run_1/m1.png
Bar = 20 um. Supply wires on this layer in gray.
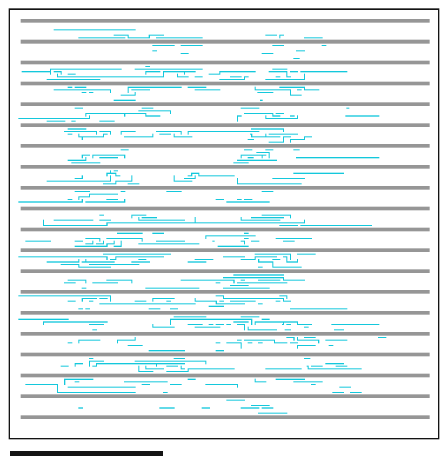
run_1/m2.png
Cells faint in the background.
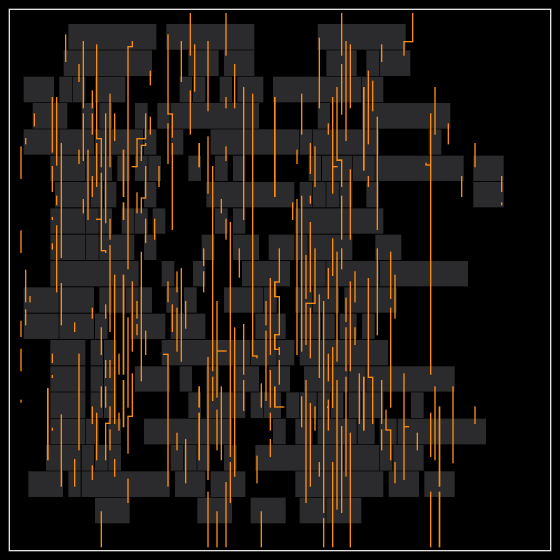
run_1/m3.png
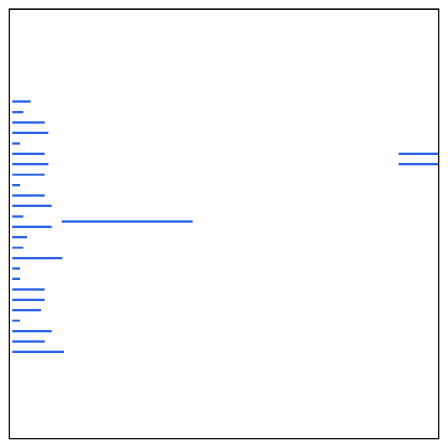
run_1/congestion_map.png
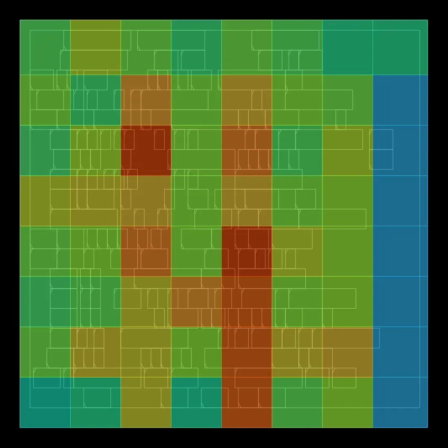
File: src/rtl/reg_bank_arb_if.sv
// Bus between the two write requesters and the register-bank arbiter.
// master: requester side (drives req/addr/data); slave: arbiter side.
interface reg_bank_arb_if #(
  parameter int unsigned MAX_WIDTH = 8,
  parameter int unsigned NUM_REGS  = 4,
  parameter int unsigned AW        = 2
);
  logic [1:0]           req;
  logic [AW-1:0]        addr0;
  logic [AW-1:0]        addr1;
  logic [MAX_WIDTH-1:0] data0;
  logic [MAX_WIDTH-1:0] data1;
  logic [1:0]           gnt;
  logic [1:0]           ack;
  logic [NUM_REGS-1:0]  reg_en;
  logic [MAX_WIDTH-1:0] reg_d;
  logic                 busy;

  modport master (
    output req, addr0, addr1, data0, data1,
    input  gnt, ack, reg_en, reg_d, busy
  );

  modport slave (
    input  req, addr0, addr1, data0, data1,
    output gnt, ack, reg_en, reg_d, busy
  );
endinterface

File: src/rtl/reg_bank_arb.sv
// Two-requester write arbiter for a small register bank.
// Each transaction walks IDLE -> GRANT -> WRITE -> ACK -> IDLE; the winner's addr/data
// are latched in IDLE so requesters may change them afterwards without effect.
// Optional feature: define REG_ARB_ROUND_ROBIN_EN for round-robin contention handling;
// otherwise requester 0 has fixed priority and no pointer register exists.
module reg_bank_arb #(
  parameter int unsigned MAX_WIDTH = 8,
  parameter int unsigned NUM_REGS  = 4,
  parameter int unsigned AW        = 2
) (
  input logic           clk,
  input logic           rst,
  reg_bank_arb_if.slave bus
);

  typedef enum logic [1:0] {StIdle, StGrant, StWrite, StAck} state_e;

  localparam logic [NUM_REGS-1:0] EnOne = NUM_REGS'(1);

  state_e               state_q;
  logic [1:0]           gnt_q;
  logic [1:0]           ack_q;
  logic [NUM_REGS-1:0]  reg_en_q;
  logic [MAX_WIDTH-1:0] reg_d_q;
  logic [AW-1:0]        addr_q;

  // 0 selects requester 0, 1 selects requester 1
  logic win;

`ifdef REG_ARB_ROUND_ROBIN_EN
  // Points at the requester that wins the next contention (the one not granted last).
  logic prio_q;

  // Winner select: pointer decides only when both request.
  always_comb begin
    win = ~bus.req[0];
    if (bus.req == 2'b11) begin
      win = prio_q;
    end
  end

  // Pointer moves to the other requester whenever GRANT is entered.
  always_ff @(posedge clk or negedge rst) begin
    if (!rst) begin
      prio_q <= 1'b0;
    end else if (state_q == StIdle && (|bus.req)) begin
      prio_q <= ~win;
    end
  end
`else
  // Winner select: requester 0 always wins contention.
  always_comb begin
    win = ~bus.req[0];
  end
`endif

  // Transaction FSM with all outputs registered alongside the state.
  always_ff @(posedge clk or negedge rst) begin
    if (!rst) begin
      state_q  <= StIdle;
      gnt_q    <= 2'b00;
      ack_q    <= 2'b00;
      reg_en_q <= '0;
      reg_d_q  <= '0;
      addr_q   <= '0;
    end else begin
      unique case (state_q)
        StIdle: begin
          if (|bus.req) begin
            state_q <= StGrant;
            gnt_q   <= win ? 2'b10 : 2'b01;
            addr_q  <= win ? bus.addr1 : bus.addr0;
            reg_d_q <= win ? bus.data1 : bus.data0;
          end
        end
        StGrant: begin
          state_q  <= StWrite;
          reg_en_q <= EnOne << addr_q;
        end
        StWrite: begin
          state_q  <= StAck;
          reg_en_q <= '0;
          ack_q    <= gnt_q;
        end
        StAck: begin
          // reg_d deliberately keeps the last written value
          state_q <= StIdle;
          ack_q   <= 2'b00;
          gnt_q   <= 2'b00;
        end
        default: begin
          state_q <= StIdle;
        end
      endcase
    end
  end

  assign bus.gnt    = gnt_q;
  assign bus.ack    = ack_q;
  assign bus.reg_en = reg_en_q;
  assign bus.reg_d  = reg_d_q;
  assign bus.busy   = (state_q != StIdle);

endmodule

File: src/flat_wrapper.sv
// flat-port wrapper written by rule: the top's interface ports become plain ports
module reg_bank_arb_flat 
#(
  parameter int unsigned MAX_WIDTH = 8,
  parameter int unsigned NUM_REGS  = 4,
  parameter int unsigned AW        = 2
)
  (clk, rst, bus_req, bus_addr0, bus_addr1, bus_data0, bus_data1, bus_gnt, bus_ack, bus_reg_en, bus_reg_d, bus_busy);
  reg_bank_arb_if #(.MAX_WIDTH(MAX_WIDTH), .NUM_REGS(NUM_REGS), .AW(AW)) bus_i ();
  input logic clk;
  input logic rst;
  input wire logic [$bits(bus_i.req)-1:0] bus_req;
  input wire logic [$bits(bus_i.addr0)-1:0] bus_addr0;
  input wire logic [$bits(bus_i.addr1)-1:0] bus_addr1;
  input wire logic [$bits(bus_i.data0)-1:0] bus_data0;
  input wire logic [$bits(bus_i.data1)-1:0] bus_data1;
  output wire logic [$bits(bus_i.gnt)-1:0] bus_gnt;
  output wire logic [$bits(bus_i.ack)-1:0] bus_ack;
  output wire logic [$bits(bus_i.reg_en)-1:0] bus_reg_en;
  output wire logic [$bits(bus_i.reg_d)-1:0] bus_reg_d;
  output wire logic [$bits(bus_i.busy)-1:0] bus_busy;
  assign bus_i.req = bus_req;
  assign bus_i.addr0 = bus_addr0;
  assign bus_i.addr1 = bus_addr1;
  assign bus_i.data0 = bus_data0;
  assign bus_i.data1 = bus_data1;
  assign bus_gnt = bus_i.gnt;
  assign bus_ack = bus_i.ack;
  assign bus_reg_en = bus_i.reg_en;
  assign bus_reg_d = bus_i.reg_d;
  assign bus_busy = bus_i.busy;
  reg_bank_arb #(.MAX_WIDTH(MAX_WIDTH), .NUM_REGS(NUM_REGS), .AW(AW)) u_core (.clk(clk), .rst(rst), .bus(bus_i));
endmodule
File: config.mk
export PLATFORM = sky130hd
export DESIGN_NAME = reg_bank_arb_flat
export DESIGN_NICKNAME = d
export VERILOG_FILES = /design/src/rtl/reg_bank_arb_if.sv /design/src/rtl/reg_bank_arb.sv /design/src/flat_wrapper.sv
export SDC_FILE = /design/constraint.sdc
export NUM_CORES = 1
export LEC_CHECK = 0
export ABC_AREA = 1
export CORE_UTILIZATION = 35
export DETAILED_ROUTE_END_ITERATION = 7
export GPL_TIMING_DRIVEN = 0
export MAX_ROUTING_LAYER = met4
export PLACE_DENSITY = 0.7
export SLEW_MARGIN = 10
export SYNTH_ARGS = -nofsm -noshare
export SYNTH_HDL_FRONTEND = slang
export SYNTH_SLANG_ARGS = --single-unit
export TNS_END_PERCENT = 50
File: constraint.sdc
create_clock -name clk -period 1.2 [get_ports clk]
set_input_delay 0.12 -clock clk [delete_from_list [all_inputs] [get_ports clk]]
set_output_delay 0.12 -clock clk [all_outputs]
set_load 0.02 [all_outputs]
==> Slide: Implementation Results, run 1 <==
Flow Results at a Glance

Status
  – Status: finished with violations
  – Failing checks: negative setup slack

Timing
  – RSZ-0062 raised after global routing: yes
  – Fin crit period: 1290 ps
  – Worst-margin pin slew: ~880 ps
  – Slew Limit Fails: 0
  – Final TNS setup: -312 ps
  – Fin. Hold Viols: 0
  – Period utilization: 1.08
  – Max Clock Skew: around 14 ps
  – Final number of setup-violating endpoints: 5
  – Relative slew slack: 0.409
  – Final worst slack: -91.7 ps
  – Fmax: between 700 and 800 MHz
  – Worst hold margin: a little under 300 ps

Global route
  – Largest net degree at the start of global routing: 21
  – Initial antenna violation count: 0
  – Number of global-route vias before repair: approximately 980
  – Congestion Overflow GR: 0
  – Global-route wire length before repair: between 4000 and 5000 um

Cells and area
  – Ant diodes: 0
  – Nets: between 200 and 250
  – Final instance area: around 1500 um2
  – Most instantiated logic cell after routing: nand2_1
  – Layout area overhead: 52.3%
  – Top cells excl fill/tap: nand2_1, clkdlybuf4s50_1, dfrtp_1

Synthesis
  – Post-synth cell types: 13
  – Number of nets at floorplan: around 160
  – Synth Area per Inst: roughly 8 um2
  – Yosys top cell by area: dfrtp_1
  – Seq share, synth: 0.494
  – Top-area cell share: 0.494
  – Top cells, area: dfrtp_1, nand2_1, ha_1
  – Cells after Synth: 130
  – Yosys reg bits: 20
  – Synth warn: 0
  – Yosys cell count: about 130
  – Yosys stat area: a little over 1000 um2

Floorplanning
  – Total die size: 3110 um2
  – Core footprint: 2760 um2
  – Die W: approximately 56 um
  – Pre-Place Util: 0.368
  – Std-Cell Rows: 19
  – Num ports: between 40 and 50
  – Die y size: 55.8 um

Clock tree
  – CTS max path bufs: 2
  – Worst-path clk slew: 120 ps
  – Max H-tree Level: 1
  – Num CTS Buffers: 3
  – TritonCTS clock tree: done
  – Root buf cell: clkbuf_4
  – Clock Latency Late Sink: around 300 ps
  – CTS sink count: 20

Critical path
  – Worst R2R Path Depth: 5
  – Crit path arrival time: around 1200 ps
  – CP Capture Type: output port
  – Worst r2r src: u_core.state_q[0]
  – Worst reg2reg setup slack: -80 ps
  – Family with the most delay on the worst path: flip-flops
  – Crit-path cells: inv_2 -> ha_4 -> inv_2 -> buf_6
  – Cell repeated most along the worst path: inv_2
  – RR Endpoint: u_core.bus.ack[0]
  – Crit. Startpoint: u_core.state_q[1]
  – Stages on the worst setup path: 4
  – Worst setup path endpoint: bus_busy
  – Worst path max stage delay: ~440 ps
  – Slowest cell on the critical path: dfrtp_1
  – CP bufs+invs: 3
  – CP Max Fanout: 5

Power and ir drop
  – Leakage: 0.826 nW
  – Final Total Pwr: ~3.6 mW
  – PwrDens: roughly 2300 nW/um2
  – Max IR drop VDD: between 1500 and 2000 uV

Place
  – Pre-CTS setup slack: -360 ps
  – RD Place Congestion: ~0.76
  – PortBufs: roughly 40
  – Post-Place Cell Area: roughly 1500 um2

Drt
  – Routed wire length on met3: ~100 um
  – Post-Route M1 WL: a little over 1000 um
  – DR DRC count: 0
  – DR WL met2: around 1200 um
  – Initial detailed-routing violation count: 20
  – Routed len/inst: between 10 and 15 um
  – Vias per cell: approximately 4.7
  – DR pass1 iterations: 4
  – Routed Antenna Nets: 0

Min path
  – Worst min path class: input pin to async pin

Job
  – Max_cap viols: 0
  – Stage-log warning count: 32
-- m1.png (at the start) --
- wire length on this layer: 1010 um
- nets with wire on the layer: 170
- longest straight run: 25.8 um
GR met1 Demand/Resource: 0.192
Vias: 996
Post-Route WL: 2340 um

-- m2.png (at the start) --
- share of all routed wire: 52%
- nets with wire on the layer: 167
- main direction: vertical
routing usage on met2: 0.296

-- m3.png (at the start) --
- nets with wire on the layer: 27
- main direction: horizontal
- wire length on this layer: 104 um
GR Layer Usage met3: 0.0209

-- congestion_map.png (at the start) --
busiest layer in global routing: met2
GRT Util Overall: 0.168

[run 1: registers in the layout, summed over array words and instances (netlist names)]
| name | cells |
|---|---|
| u_core.bus.reg_d | 8 |
| u_core.bus.reg_en | 4 |
| u_core.addr_q | 2 |
| u_core.bus.ack | 2 |
| u_core.bus.gnt | 2 |
| u_core.state_q | 2 |
[run 1: cell type report]
class	instances	area (um2)
Fill cell	261	1210
Sequential cell	20	500
Multi-Input combinational cell	92	457
Timing Repair Buffer	45	425
Inverter	15	56.3
Tap cell	31	38.8
Clock buffer	4	36.3
Buffer	3	30.0
[run 1: through the flow]
step / cells / util
after CTS: 206 / 0.538
after floorplan: 130 / -
after detailed placement: 201 / 0.527
after global routing: 210 / 0.560
final: 210 / 0.560
after global placement: 201 / 0.527
[run 1: where the power goes]
part           switching, mW  internal, mW  total (mW)
Sequential             0.179         0.972        1.15
Clock                  0.210         0.185       0.395
Combinational           1.12         0.909        2.03
[run 1: Yosys cell counts]
cell type and count:
nand4_1 2, dfrtp_1 20, or2_2 2, buf_4 1, ha_1 5, nand3_1 6, inv_1 13, buf_6 2
inv_2 2, o21ai_0 4, o22ai_1 4, o21ai_2 1, nand2_1 68
[run 1: timing repair]
| action | in CTS | in global routing |
|---|---|---|
| resized | 26 | 13 |
| pin swaps | 1 | 2 |
| endpoints found under the setup margin | 37 | 21 |
| hold buffers | 0 | 0 |
| gates cloned | 0 | 0 |
| buffers inserted | 1 | 4 |
[run 1: logic make-up (layout without fill, tap and decap cells)]
family | count (synthesis) | count (layout) | share of synthesized area
simple gates | 78 | 78 | 0.306
buf+inv | 18 | 67 | 0.0852
compound gates | 9 | 9 | 0.0531
flops | 20 | 20 | 0.494
fa+ha+maj | 5 | 5 | 0.0617
--- run 2 (diff from run 1) ---
Settings changed: GPL_TIMING_DRIVEN 0 to not set, PLACE_DENSITY 0.7 to 0.67.
Clock period 1.2 ns to 1.48 ns, I/O delays scaled along.
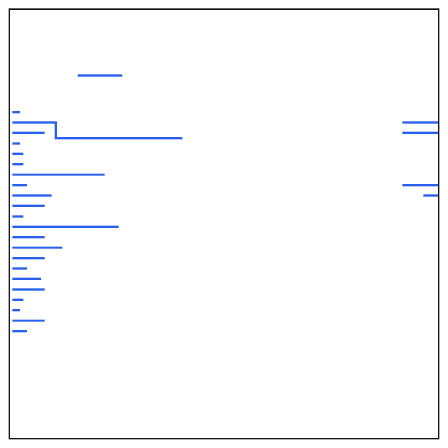
run_2/m3.png
- share of all routed wire: 5.5%
- main direction: horizontal
- longest straight run: 16.3 um
- wire length on this layer: 119 um
- nets with wire on the layer: 27
Post-Route WL: 2150 um
Vias: 936
GR Layer Usage met3: 0.0302

==> run 2 against run 1 <==
  * The run now ends clean
  * Critical path depth decreased by 3
  * Non-clock buffer count unchanged
  * Via count decreased by 6.0%
  * Cell count unchanged
  * Clock power decreased by about 20%
  * Largest power group unchanged
==> Slide: Implementation Results, run 2 <==
Flow Results at a Glance

Status
  – Status: complete, no violations (was finished with violations)

Cells and area
  – Max reg flops: 8 (unchanged)
  – Top cells excl fill/tap: nand2_1, clkdlybuf4s50_1, dfrtp_1 (unchanged)
  – Most instantiated logic cell after routing: nand2_1 (unchanged)
  – Nets: 209 (unchanged)
  – Final instance area: 1520 um2 (was 1540 um2)
  – Ant diodes: 0 (unchanged)
  – Layout area overhead: 50.1% (was 52.3%)

Power and ir drop
  – Sequential power: 917 uW (was 1.15 mW)
  – Sw frac: 0.406 (was 0.422)
  – Sequential share of power: 0.326 (was 0.322)
  – Gate power share: 0.562 (was 0.567)
  – Leakage: 0.819 nW (was 0.826 nW)
  – Clock share of power: 0.112 (was 0.111)
  – P_sw: 1.14 mW (was 1.51 mW)
  – Final Total Pwr: 2.82 mW (was 3.57 mW)
  – Power Combinational: 1.58 mW (was 2.03 mW)
  – Pint: 1.67 mW (was 2.07 mW)
  – Top Consumer: combinational cells (unchanged)
  – Clock network power: 315 uW (was 395 uW)

Synthesis
  – Seq share, synth: 0.494 (unchanged)
  – Post-synth cell types: 13 (unchanged)
  – Yosys stat area: 1010 um2 (unchanged)
  – Synth warn: 0 (unchanged)
  – Cells after Synth: 130 (unchanged)
  – Async SR Flop Fraction: 1.00 (unchanged)
  – Dominant flop cell: dfrtp_1 (unchanged)
  – Most frequent cells after synthesis: nand2_1, dfrtp_1, inv_1 (unchanged)
  – Synth top cell by count: nand2_1 (unchanged)
  – Top cells, area: dfrtp_1, nand2_1, ha_1 (unchanged)
  – EDFF count, synth: 0 (unchanged)
  – Number of nets at floorplan: 159 (unchanged)
  – Yosys cell count: 130 (unchanged)
  – Yosys top cell by area: dfrtp_1 (unchanged)
  – Yosys reg bits: 20 (unchanged)
  – Synth Area per Inst: 7.80 um2 (unchanged)

Job
  – Stage-log warning count: 30 (was 32)
  – Max_cap viols: 0 (unchanged)

Global route
  – GRT Util Overall: 0.150 (was 0.168)
  – Global-route wire length before repair: 3590 um (was 4030 um)
  – Number of global-route vias before repair: 851 (was 981)
  – Largest net degree at the start of global routing: 21 (unchanged)
  – Congestion Overflow GR: 0 (unchanged)
  – Initial antenna violation count: 0 (unchanged)

Clock tree
  – TritonCTS clock tree: done (unchanged)
  – Hold-fix buffers at CTS: 0 (unchanged)
  – Root buf cell: clkbuf_4 (unchanged)
  – Clock Latency Late Sink: 290 ps (was 300 ps)
  – CTS sink count: 20 (unchanged)
  – Max H-tree Level: 1 (unchanged)
  – CTS max path bufs: 2 (unchanged)

Floorplanning
  – Pre-Place Util: 0.368 (unchanged)
  – Num ports: 41 (unchanged)
  – Total die size: 3110 um2 (unchanged)
  – Die y size: 55.8 um (unchanged)
  – Core footprint: 2760 um2 (unchanged)
  – Die W: 55.8 um (unchanged)
  – Std-Cell Rows: 19 (unchanged)

Critical path
  – Crit path arrival time: 1280 ps (was 1170 ps)
  – Crit. Startpoint: u_core.bus.gnt[0] (was u_core.state_q[1])
  – CP bufs+invs: 1 (was 3)
  – Worst r2r src: u_core.state_q[0] (unchanged)
  – Crit-path cells: clkdlybuf4s50_1 (was inv_2 -> ha_4 -> inv_2 -> buf_6)
  – CP Max Fanout: 3 (was 5)
  – CP Capture Type: output port (unchanged)

Timing
  – Fin. Hold Viols: 0 (unchanged)
  – Max Clock Skew: 5.48 ps (was 13.9 ps)
  – Fin crit period: ~1400 ps
  – Relative slew slack: 0.827 (was 0.409)
  – Fmax: between 700 and 800 MHz
  – Worst hold margin: 176 ps (was 297 ps)
  – RSZ-0062 raised after global routing: no (was yes)
  – Period utilization: 0.963
  – Slew Limit Fails: 0 (unchanged)
  – Worst-margin pin slew: 259 ps (was 883 ps)
  – Final number of setup-violating endpoints: 0 (was 5)
  – Final TNS setup: 0 ps (was -312 ps)

Place
  – Pre-CTS setup slack: 57.3 ps (was -360 ps)
  – RD Place Congestion: 0.777 (was 0.763)
  – PortBufs: 40 (unchanged)
  – Post-Place Cell Area: 1480 um2 (was 1450 um2)

Drt
  – Routed len/inst: 10.2 um (was 11.1 um)
  – Routed Antenna Nets: 0 (unchanged)
  – Vias per cell: 4.46 (was 4.74)
  – DR DRC count: 0 (unchanged)

Min path
  – Worst min path class: input pin to async pin (unchanged)
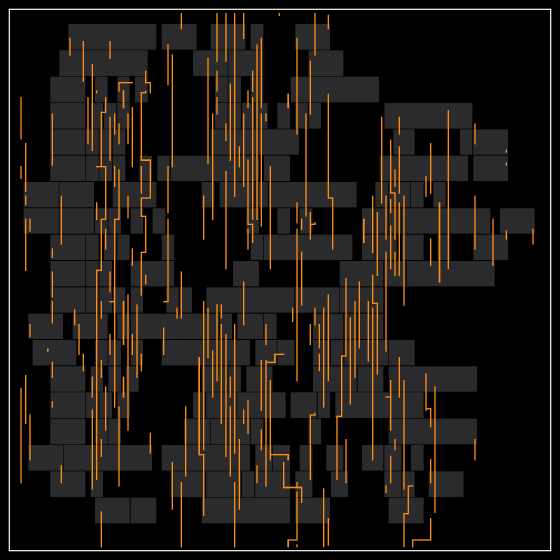
run_2/m2.png
Cells faint in the background.
routing usage on met2: 0.270

==> run 2: cell counts after synthesis <==
Identical to the previous run, type by type.
==> run 2: timing repair <==
item	CTS	global route
setup endpoints to repair	1	4
pin swaps	0	0
gates resized	2	4
==> run 2: kinds of logic after synthesis <==
family	Yosys count	share of synthesized area
AND-OR/OR-AND	9	0.0531
adder cells (fa/ha/maj)	5	0.0617
buffers and inverters	18	0.0852
AND/OR/NAND/NOR	78	0.306
flip-flops	20	0.494
==> run 2: stage by stage <==
stage / utilization / instances
floorplan: - / 130
global placement: 0.538 / 206
detailed placement: 0.538 / 206
CTS: 0.551 / 210
global route: 0.552 / 210
finish: 0.552 / 210
==> run 2: final timing paths <==
| check | to | slack [ps] | cells after the start |
|---|---|---|---|
| max | bus_gnt[0] | 50 | 1 |
| min | u_core.addr_q[1] | 180 | 2 |
| max reg2reg | u_core.bus.ack[1] | 170 | 5 |
| min reg2reg | u_core.bus.reg_d[6] | 490 | 2 |
| max in group asynchronous | u_core.state_q[0] | 1100 | 2 |
| min in group clk | u_core.bus.reg_d[6] | 470 | 5 |
==> run 2: layout make-up <==
cell class              instances  area (um2)
fillers                       266        1240
flip-flops and latches         20         500
repair buffers                 48         463
multi-input cells              92         427
inverters                      15        56.3
well taps                      31        38.8
clock buffers                   4        36.3
==> run 2: worst reg2reg max path, cell delays in order (launching register included) <==
cell and delay [ps]:
dfrtp_1 360, inv_1 60, buf_4 140, ha_1 230, or2_2 290, o21ai_0 160
==> run 2: routing by layer <==
layer / vias up / global-route usage / share of wire / wire (um)
li1: 501 / - / - / -
met1: 407 / 0.172 / 0.45 / 959
met2: 28 / 0.270 / 0.50 / 1070
met3: 0 / 0.0302 / 0.055 / 118
met4: 0 / 0.0314 / 0 / 0
met5: - / - / 0 / 0
--- run 3 (diff from run 2) ---
Settings changed: CTS_BUF_LIST set to sky130_fd_sc_hd__clkbuf_16.
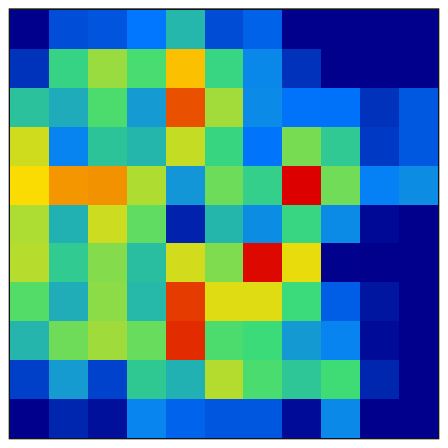
run_3/route_heat.png
11 x 11 tiles, from dark blue (low) to red (high), scaled to the fullest tile. Values are wire area over tile area, all layers added.
- mean over tiles: 0.11
- tiles over half the peak: 31%
- fullest tile: 0.31
- emptiest ninth of the die: top right
- nearly empty tiles: 16%
- densest ninth of the die: left middle
routed len/inst: 10.4 um
Post-Route WL: 2190 um
Vias: 947

==> run 3 against run 2 <==
  * Critical path type unchanged
  * Clock-buffer cell count fell by 1
  * Sequential share of layout area decreased by 0.84 points
  * Total power grew 9.1%
  * Critical path depth rose by 3
  * Die area did not move
  * Worst hold slack gained 60 ps
  * Routed wire length grew 1.6%
  * Global-route usage rose by 0.66 points
  * Largest cell class unchanged
  * Final area is 2.6% higher
==> Slide: Implementation Results, run 3 <==
Flow Results at a Glance

Cells and area
  – Ant diodes: 0 (unchanged)
  – Share of post-route cells with drive strength above 1: 0.0894 (was 0.101)
  – Top cells excl fill/tap: nand2_1, clkdlybuf4s50_1, dfrtp_1 (unchanged)
  – Final instance area: 1560 um2 (was 1520 um2)
  – Fillcell total: 259 (was 266)
  – Max reg flops: 8 (unchanged)
  – Most instantiated logic cell after routing: nand2_1 (unchanged)
  – Layout area overhead: 54.1% (was 50.1%)
  – Nets: 209 (unchanged)
  – Post-route insts no fill: 210 (unchanged)

Floorplanning
  – Num ports: 41 (unchanged)
  – Die W: 55.8 um (unchanged)
  – Std-Cell Rows: 19 (unchanged)
  – Core footprint: 2760 um2 (unchanged)
  – Pre-Place Util: 0.368 (unchanged)
  – Die y size: 55.8 um (unchanged)
  – Total die size: 3110 um2 (unchanged)

Timing
  – Relative slew slack: 0.828 (was 0.827)
  – Worst hold margin: 235 ps (was 176 ps)
  – Final TNS setup: 0 ps (unchanged)
  – Final number of setup-violating endpoints: 0 (unchanged)
  – Final worst slack: 98.8 ps (was 54.6 ps)
  – Slew Limit Fails: 0 (unchanged)
  – Period utilization: 0.933 (was 0.963)
  – Fmax: 724 MHz (was 702 MHz)
  – Max Clock Skew: 4.42 ps (was 5.48 ps)
  – Fin. Hold Viols: 0 (unchanged)
  – Worst-margin pin slew: 257 ps (was 259 ps)
  – Fin crit period: 1380 ps (was 1430 ps)
  – RSZ-0062 raised after global routing: no (unchanged)

Place
  – Post-DP HPWL: 1750 um (unchanged)
  – Placed insts: 206 (unchanged)
  – Pre-CTS setup slack: 57.3 ps (unchanged)
  – Post-Place Cell Area: 1480 um2 (unchanged)
  – RD Place Congestion: 0.777 (unchanged)
  – PortBufs: 40 (unchanged)

Critical path
  – Startpoint types: flip-flop (unchanged)
  – Stages on the worst setup path: 4 (was 1)
  – Family with the most delay on the worst path: buffers and inverters (unchanged)
  – CP Capture Type: output port (unchanged)
  – CP bufs+invs: 3 (was 1)
  – Worst R2R Path Depth: 5 (unchanged)
  – Crit Path Class: flip-flop to output port (unchanged)
  – Cell repeated most along the worst path: inv_1
  – Crit path arrival time: 1230 ps (was 1280 ps)
  – Slowest cell on the critical path: dfrtp_1 (was clkdlybuf4s50_1)
  – CP Max Fanout: 2 (was 3)
  – Crit-path cells: inv_1 -> ha_1 -> inv_1 -> clkdlybuf4s15_1 (was clkdlybuf4s50_1)
  – Worst path max stage delay: 340 ps (was 610 ps)
  – Worst endpoint required time: 1330 ps (about the same)

Synthesis
  – Yosys reg bits: 20 (unchanged)
  – Yosys top cell by area: dfrtp_1 (unchanged)
  – Comb area leader: simple AND/OR/NAND/NOR gates (unchanged)
  – Top cells, area: dfrtp_1, nand2_1, ha_1 (unchanged)
  – Post-synth cell types: 13 (unchanged)
  – Number of nets at floorplan: 159 (unchanged)
  – Synth warn: 0 (unchanged)
  – Synth top cell by count: nand2_1 (unchanged)
  – FA/HA/MAJ Cells, Area Fraction: 0.0617 (unchanged)
  – Mux share: 0 (unchanged)
  – Most frequent cells after synthesis: nand2_1, dfrtp_1, inv_1 (unchanged)
  – Simple-gate portion of the synthesized area: 0.306 (unchanged)
  – Xor+xnor area frac: 0 (unchanged)
  – Async SR Flop Fraction: 1.00 (unchanged)
  – Cell Area, Synth: 1010 um2 (unchanged)
  – Yosys stat area: 1010 um2 (unchanged)
  – Synth Area per Inst: 7.80 um2 (unchanged)
  – Yosys cell count: 130 (unchanged)
  – Dominant flop cell: dfrtp_1 (unchanged)
  – Cells after Synth: 130 (unchanged)
  – EDFF count, synth: 0 (unchanged)
  – Ao+oa area frac: 0.0531 (unchanged)
  – Top-area cell share: 0.494 (unchanged)
  – Seq share, synth: 0.494 (unchanged)

Min path
  – Worst min path class: input pin to async pin (unchanged)

Clock tree
  – Hold-fix buffers at CTS: 0 (unchanged)
  – Clock Latency Late Sink: 250 ps (was 290 ps)
  – TritonCTS clock tree: done (unchanged)
  – Max H-tree Level: 1 (unchanged)
  – Root buf cell: clkbuf_16 (was clkbuf_4)
  – CTS sink count: 20 (unchanged)
  – Num CTS Buffers: 3 (unchanged)
  – CTS max path bufs: 2 (unchanged)
  – Worst-path clk slew: 60 ps (was 120 ps)

Power and ir drop
  – Max IR drop VDD: 1030 uV (was 905 uV)
  – Leakage: 0.800 nW (was 0.819 nW)
  – PwrDens: 1970 nW/um2 (was 1850 nW/um2)

Global route
  – Congestion Overflow GR: 0 (unchanged)
  – GRT Util Overall: 0.156 (was 0.150)
  – Largest net degree at the start of global routing: 21 (unchanged)
  – Number of global-route vias before repair: 851 (unchanged)
  – Initial antenna violation count: 0 (unchanged)
  – Global-route wire length before repair: 3670 um (was 3590 um)

Drt
  – DR DRC count: 0 (unchanged)
  – Initial detailed-routing violation count: 4 (was 7)
  – Routed Antenna Nets: 0 (unchanged)
  – DR pass1 iterations: 4 (unchanged)
  – Vias per cell: 4.51 (was 4.46)

Job
  – Max_cap viols: 0 (unchanged)
  – Stage-log warning count: 30 (unchanged)

Status
  – Status: complete, no violations (unchanged)
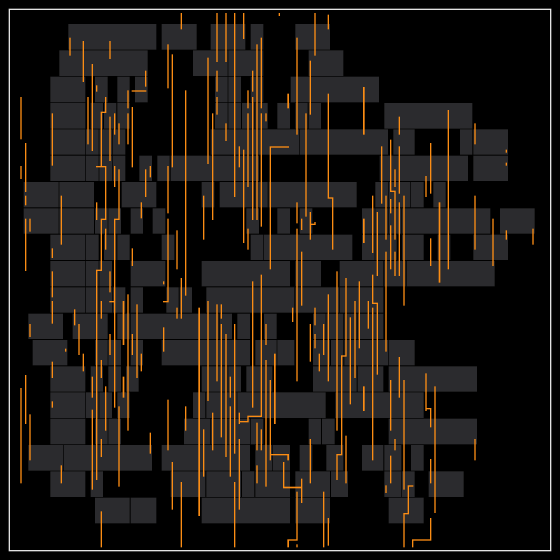
run_3/m2.png
Cells faint in the background.
- longest straight run: 21.6 um
- wire length on this layer: 1090 um
- main direction: vertical
- share of all routed wire: 50%
- nets with wire on the layer: 153
routing usage on met2: 0.275

[run 3: metrics by stage]
step / utilization / power, mW
3_5_place_dp: 0.538 / 2.55
5_1_grt: 0.566 / 3.32
2_1_floorplan: - / 1.82
3_3_place_gp: 0.538 / 2.50
4_1_cts: 0.566 / 3.11
6_report: 0.566 / 3.07
[run 3: cell families (layout without fill, tap and decap cells)]
group | count (synthesis) | in the layout
AND/OR/NAND/NOR | 78 | 78
flip-flops | 20 | 20
buffers and inverters | 18 | 67
AND-OR/OR-AND | 9 | 9
adder cells (fa/ha/maj) | 5 | 5
[run 3: worst paths after layout]
kind | from | to | slack [ps]
worst min-delay path | rst | u_core.addr_q[1] | 240
worst max register to register | u_core.state_q[0] | u_core.bus.ack[1] | 180
min in group clk | u_core.bus.reg_d[6] | u_core.bus.reg_d[6] | 480
worst min register to register | u_core.bus.reg_d[6] | u_core.bus.reg_d[6] | 480
max in group asynchronous | rst | u_core.state_q[0] | 1040
worst max-delay path | u_core.state_q[0] | bus_busy | 100
[run 3: metal layers]
metal	GRT usage	up-vias	wire length (um)
li1	-	500	-
met2	0.275	28	1090
met3	0.0302	2	116
met1	0.178	417	972
met4	0.0523	0	8
met5	-	-	0
[run 3: repair_timing]
action,CTS,global route
resized,1,1
buffers inserted,0,0
endpoints found under the setup margin,1,1
[run 3: area by class of cell]
class	instances	area, um2	area share
Clock buffer	3	75.1	0.0481
Tap cell	31	38.8	0.0248
Sequential cell	20	500	0.321
Multi-Input combinational cell	92	427	0.273
Clock inverter	1	3.75	0.00240
Timing Repair Buffer	48	460	0.295
Inverter	15	56.3	0.0361
[run 3: power by group]
| part | switching (mW) | internal [mW] |
|---|---|---|
| clock network | 0.187 | 0.359 |
| logic | 0.855 | 0.747 |
| registers | 0.130 | 0.792 |
| total | 1.17 | 1.90 |
Power is estimated from default activity; no workload was simulated.
